Placement view:
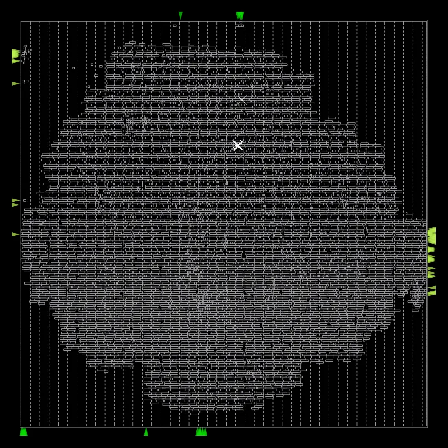
Sequential cells grouped by signal name:
Other sequential cells in the stronger grey, the rest of the logic in the fainter grey.
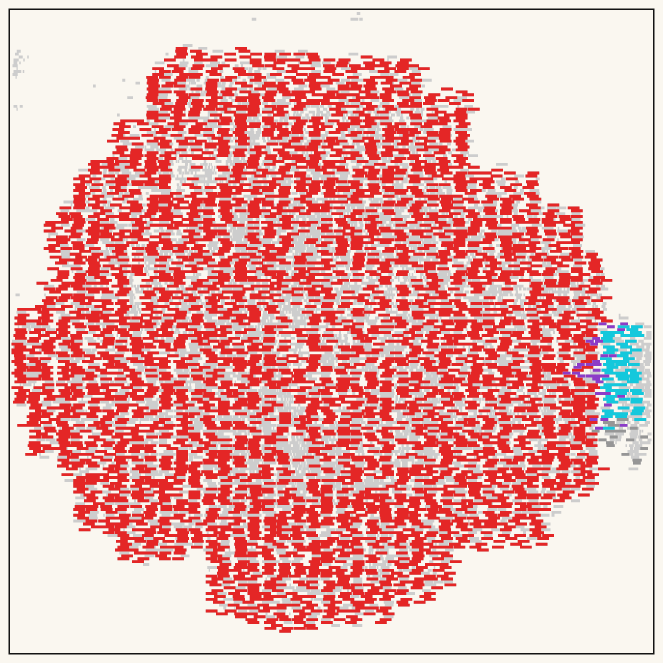
<file path="src/rtl/imem_fetch_responder.sv">
// Instruction-memory responder for the LC3 fetch path: credit-gated fetch accept, fixed-latency
// read pipeline into an in-order response FIFO, plus a side-band load port for the backing array.
module imem_fetch_responder #(
  parameter int                DATA_W     = 16,
  parameter int                ADDR_W     = 16,
  parameter int                DEPTH      = 256,
  parameter int                RD_LATENCY = 2,
  parameter int                FIFO_DEPTH = 4,
  parameter logic [DATA_W-1:0] OOR_WORD   = '0
) (
  input  logic              clock,
  input  logic              reset,
  input  logic              instrmem_rd,
  input  logic [ADDR_W-1:0] PC,
  output logic              rd_ready,
  output logic [DATA_W-1:0] instr_dout,
  output logic              complete_instr,
  output logic              instr_oor,
  input  logic              instr_ack,
  input  logic              load_en,
  input  logic [ADDR_W-1:0] load_addr,
  input  logic [DATA_W-1:0] load_data
);

  localparam int AW = $clog2(DEPTH);
  localparam int PW = (FIFO_DEPTH > 1) ? $clog2(FIFO_DEPTH) : 1;
  localparam int CW = $clog2(FIFO_DEPTH) + 1;
  localparam int TW = CW + 1;

  logic [DATA_W-1:0] mem [DEPTH];

  logic              pc_oor;
  logic [DATA_W-1:0] rd_word;
  logic              accept;

  logic              vld_p  [RD_LATENCY];
  logic [DATA_W-1:0] data_p [RD_LATENCY];
  logic              oor_p  [RD_LATENCY];

  logic [DATA_W-1:0] fifo_data [FIFO_DEPTH];
  logic              fifo_oor  [FIFO_DEPTH];
  logic [PW-1:0]     wr_ptr;
  logic [PW-1:0]     rd_ptr;
  logic [CW-1:0]     fifo_count;
  logic              push;
  logic              pop;
  logic              head_vld;
  logic [TW-1:0]     inflight;

  function automatic logic [PW-1:0] next_ptr(input logic [PW-1:0] ptr);
    if (ptr == PW'(FIFO_DEPTH - 1)) return '0;
    return ptr + 1'b1;
  endfunction

  // Upper load_addr bits are intentionally ignored: writes alias modulo DEPTH.
  if (ADDR_W > AW) begin : g_load_hi
    logic unused_load_hi;
    assign unused_load_hi = ^load_addr[ADDR_W-1:AW];
  end

  always_ff @(posedge clock) begin
    if (load_en) mem[load_addr[AW-1:0]] <= load_data;
  end

  // Accept stage: combinational array read, so a same-cycle load is not yet visible.
  assign pc_oor  = {1'b0, PC} >= (ADDR_W + 1)'(DEPTH);
  assign rd_word = pc_oor ? OOR_WORD : mem[PC[AW-1:0]];
  assign accept  = instrmem_rd && rd_ready;

  // Read pipeline: p0 captures the accepted read, the last stage feeds the FIFO.
  always_ff @(posedge clock) begin
    if (reset) begin
      for (int i = 0; i < RD_LATENCY; i++) vld_p[i] <= 1'b0;
    end else begin
      vld_p[0] <= accept;
      for (int i = 1; i < RD_LATENCY; i++) vld_p[i] <= vld_p[i-1];
    end
  end

  always_ff @(posedge clock) begin
    data_p[0] <= rd_word;
    oor_p[0]  <= pc_oor;
    for (int i = 1; i < RD_LATENCY; i++) begin
      data_p[i] <= data_p[i-1];
      oor_p[i]  <= oor_p[i-1];
    end
  end

  // Response FIFO: written from the last pipeline stage, read at the head.
  assign push = vld_p[RD_LATENCY-1];
  assign pop  = (fifo_count != '0) && instr_ack;

  always_ff @(posedge clock) begin
    if (reset) begin
      wr_ptr     <= '0;
      rd_ptr     <= '0;
      fifo_count <= '0;
    end else begin
      if (push) wr_ptr <= next_ptr(wr_ptr);
      if (pop)  rd_ptr <= next_ptr(rd_ptr);
      case ({push, pop})
        2'b10:   fifo_count <= fifo_count + 1'b1;
        2'b01:   fifo_count <= fifo_count - 1'b1;
        default: fifo_count <= fifo_count;
      endcase
    end
  end

  always_ff @(posedge clock) begin
    if (push) begin
      fifo_data[wr_ptr] <= data_p[RD_LATENCY-1];
      fifo_oor[wr_ptr]  <= oor_p[RD_LATENCY-1];
    end
  end

  // Credit counts in-flight reads too, so the FIFO always has room when they land.
  always_comb begin
    inflight = '0;
    for (int i = 0; i < RD_LATENCY; i++) inflight = inflight + TW'(vld_p[i]);
  end

  assign rd_ready       = !reset && ((inflight + TW'(fifo_count)) < TW'(FIFO_DEPTH));
  assign head_vld       = !reset && (fifo_count != '0);
  assign complete_instr = head_vld;
  assign instr_dout     = head_vld ? fifo_data[rd_ptr] : '0;
  assign instr_oor      = head_vld && fifo_oor[rd_ptr];

endmodule

</file>
<file path="config.mk">
export PLATFORM = sky130hd
export DESIGN_NAME = imem_fetch_responder
export DESIGN_NICKNAME = d
export VERILOG_FILES = /design/src/rtl/imem_fetch_responder.sv
export SDC_FILE = /design/constraint.sdc
export NUM_CORES = 2
export LEC_CHECK = 0
export CORE_UTILIZATION = 45
export CTS_CLUSTER_SIZE = 24
export DETAILED_ROUTE_END_ITERATION = 6
export GPL_TIMING_DRIVEN = 0
export PLACE_DENSITY = 0.74
export RECOVER_POWER = 25
export SETUP_SLACK_MARGIN = 0.02
export SLEW_MARGIN = 10
export SYNTH_ARGS = -nofsm -noshare
export SYNTH_HDL_FRONTEND = slang
export SYNTH_MEMORY_MAX_BITS = 65536
export SYNTH_SLANG_ARGS = --single-unit
</file>
<file path="constraint.sdc">
create_clock -name clock -period 2.9 [get_ports clock]
set_input_delay 0.58 -clock clock [delete_from_list [all_inputs] [get_ports clock]]
set_output_delay 0.58 -clock clock [all_outputs]
set_load 0.1 [all_outputs]
</file>
==> results.py <==
# Generated from Yosys and OpenROAD reports
metrics = {
    "status": {
        "violations_in_the_final_reports": "design-rule violations, max-capacitance violations, max-slew violations, negative setup slack",
        "status": "finished, violations left",
    },
    "worst_setup_path": {
        "worst_path_largest_cell_delay_ns": 0.70,
        "cp-endpoint": "data_p[0][10]",
        "critical_path.startpoint_type": "input pin",
        "r2r_end": "data_p[0][5]",
    },
    "logic_synthesis": {
        "summed_standard_cell_area_reported_by_yosys_mm2": 0.163,
        "ys_cells": 7561,
        "post_synth_main_area_contributors": "sky130_fd_sc_hd__edfxtp_1, sky130_fd_sc_hd__mux4_2, sky130_fd_sc_hd__mux2i_1, sky130_fd_sc_hd__o221ai_1, sky130_fd_sc_hd__nor2_1",
        "post_synth_mux_area_share": 0.153,
    },
    "clocking": {
        "clk_root_buffer_cell": "sky130_fd_sc_hd__clkbuf_16",
        "clk_pin_slew_worst_paths_ns": 0.06,
        "postCtsHoldBufs": 11,
        "cts_buffers": 402,
    },
    "routing": {
        "count_of_unresolved_drc_violations_after_routing": 14,
    },
    "layout": {
        "layout_top_cells_excl_fill_tap": "sky130_fd_sc_hd__edfxtp_1, sky130_fd_sc_hd__mux4_2, sky130_fd_sc_hd__mux2i_1, sky130_fd_sc_hd__clkbuf_16, sky130_fd_sc_hd__buf_8",
    },
    "floorplanning": {
        "chipHeight_um": 603,
        "floorplan.rows": 220,
    },
    "sta": {
        "setup_violations": 461,
        "maxSlewViolCount": 2168,
        "report.final.hold_viol_count": 0,
        "grt_setup_unrepaired": "true",
        "worst_slack_ns": -0.353,
    },
    "global_routing": {
        "gr-usage-all-layers": 0.276,
        "pin_count_of_the_biggest_net_entering_global_routing": 165,
    },
    "hold_path": {
        "timing.hold.worst_path_depth": 2,
    },
    "power_and_ir_drop": {
        "net-switching-power_mw": 29.2,
    },
    "job": {
        "cap_violations": 21,
    },
}
Back to the opening pictures, 'placement view':
post-layout utilization of the core: 0.532
number of filler instances in the final layout: 26200
Flops: 4209
Layout Cells excl Fill: 13500

Back to the opening pictures, 'sequential cells grouped by signal name':
Key: mem = red [sequential cells 4096, where spread over the die]; data_p = purple [sequential cells 32, where east]; fifo_data = cyan [sequential cells 64, where east]
Another 17 sequential cells are not coloured.
sequential share of cell area: 0.659
power drawn by the sequential cells: 67.1 mW
Sequential cell area: 0.126 mm2

## power groups by stage
stage | combinational (mW) | clock [mW] | sequential (mW)
global placement | 7.49 | 0 | 69.0
global route | 9.04 | 54.0 | 67.1
detailed placement | 7.85 | 0 | 68.3
CTS | 8.52 | 51.7 | 67.1
finish | 9.01 | 51.8 | 67.1
floorplan | 4.09 | 0 | 68.3
## area by class of cell
cell class                 instances  area, um2  area share
antenna                           21       52.6    0.000275
buffer                           437       4810      0.0252
clock buffer                     508      10600      0.0555
clock inverter                   226       2190      0.0114
inverter                          13       53.8    0.000281
multi-input combinational       2890      35700       0.186
sequential                      4209     126000       0.659
tap                             4773       5970      0.0312
timing repair buffer             431       5910      0.0309
No activity file was given, so power comes from the tool's default toggle rates.
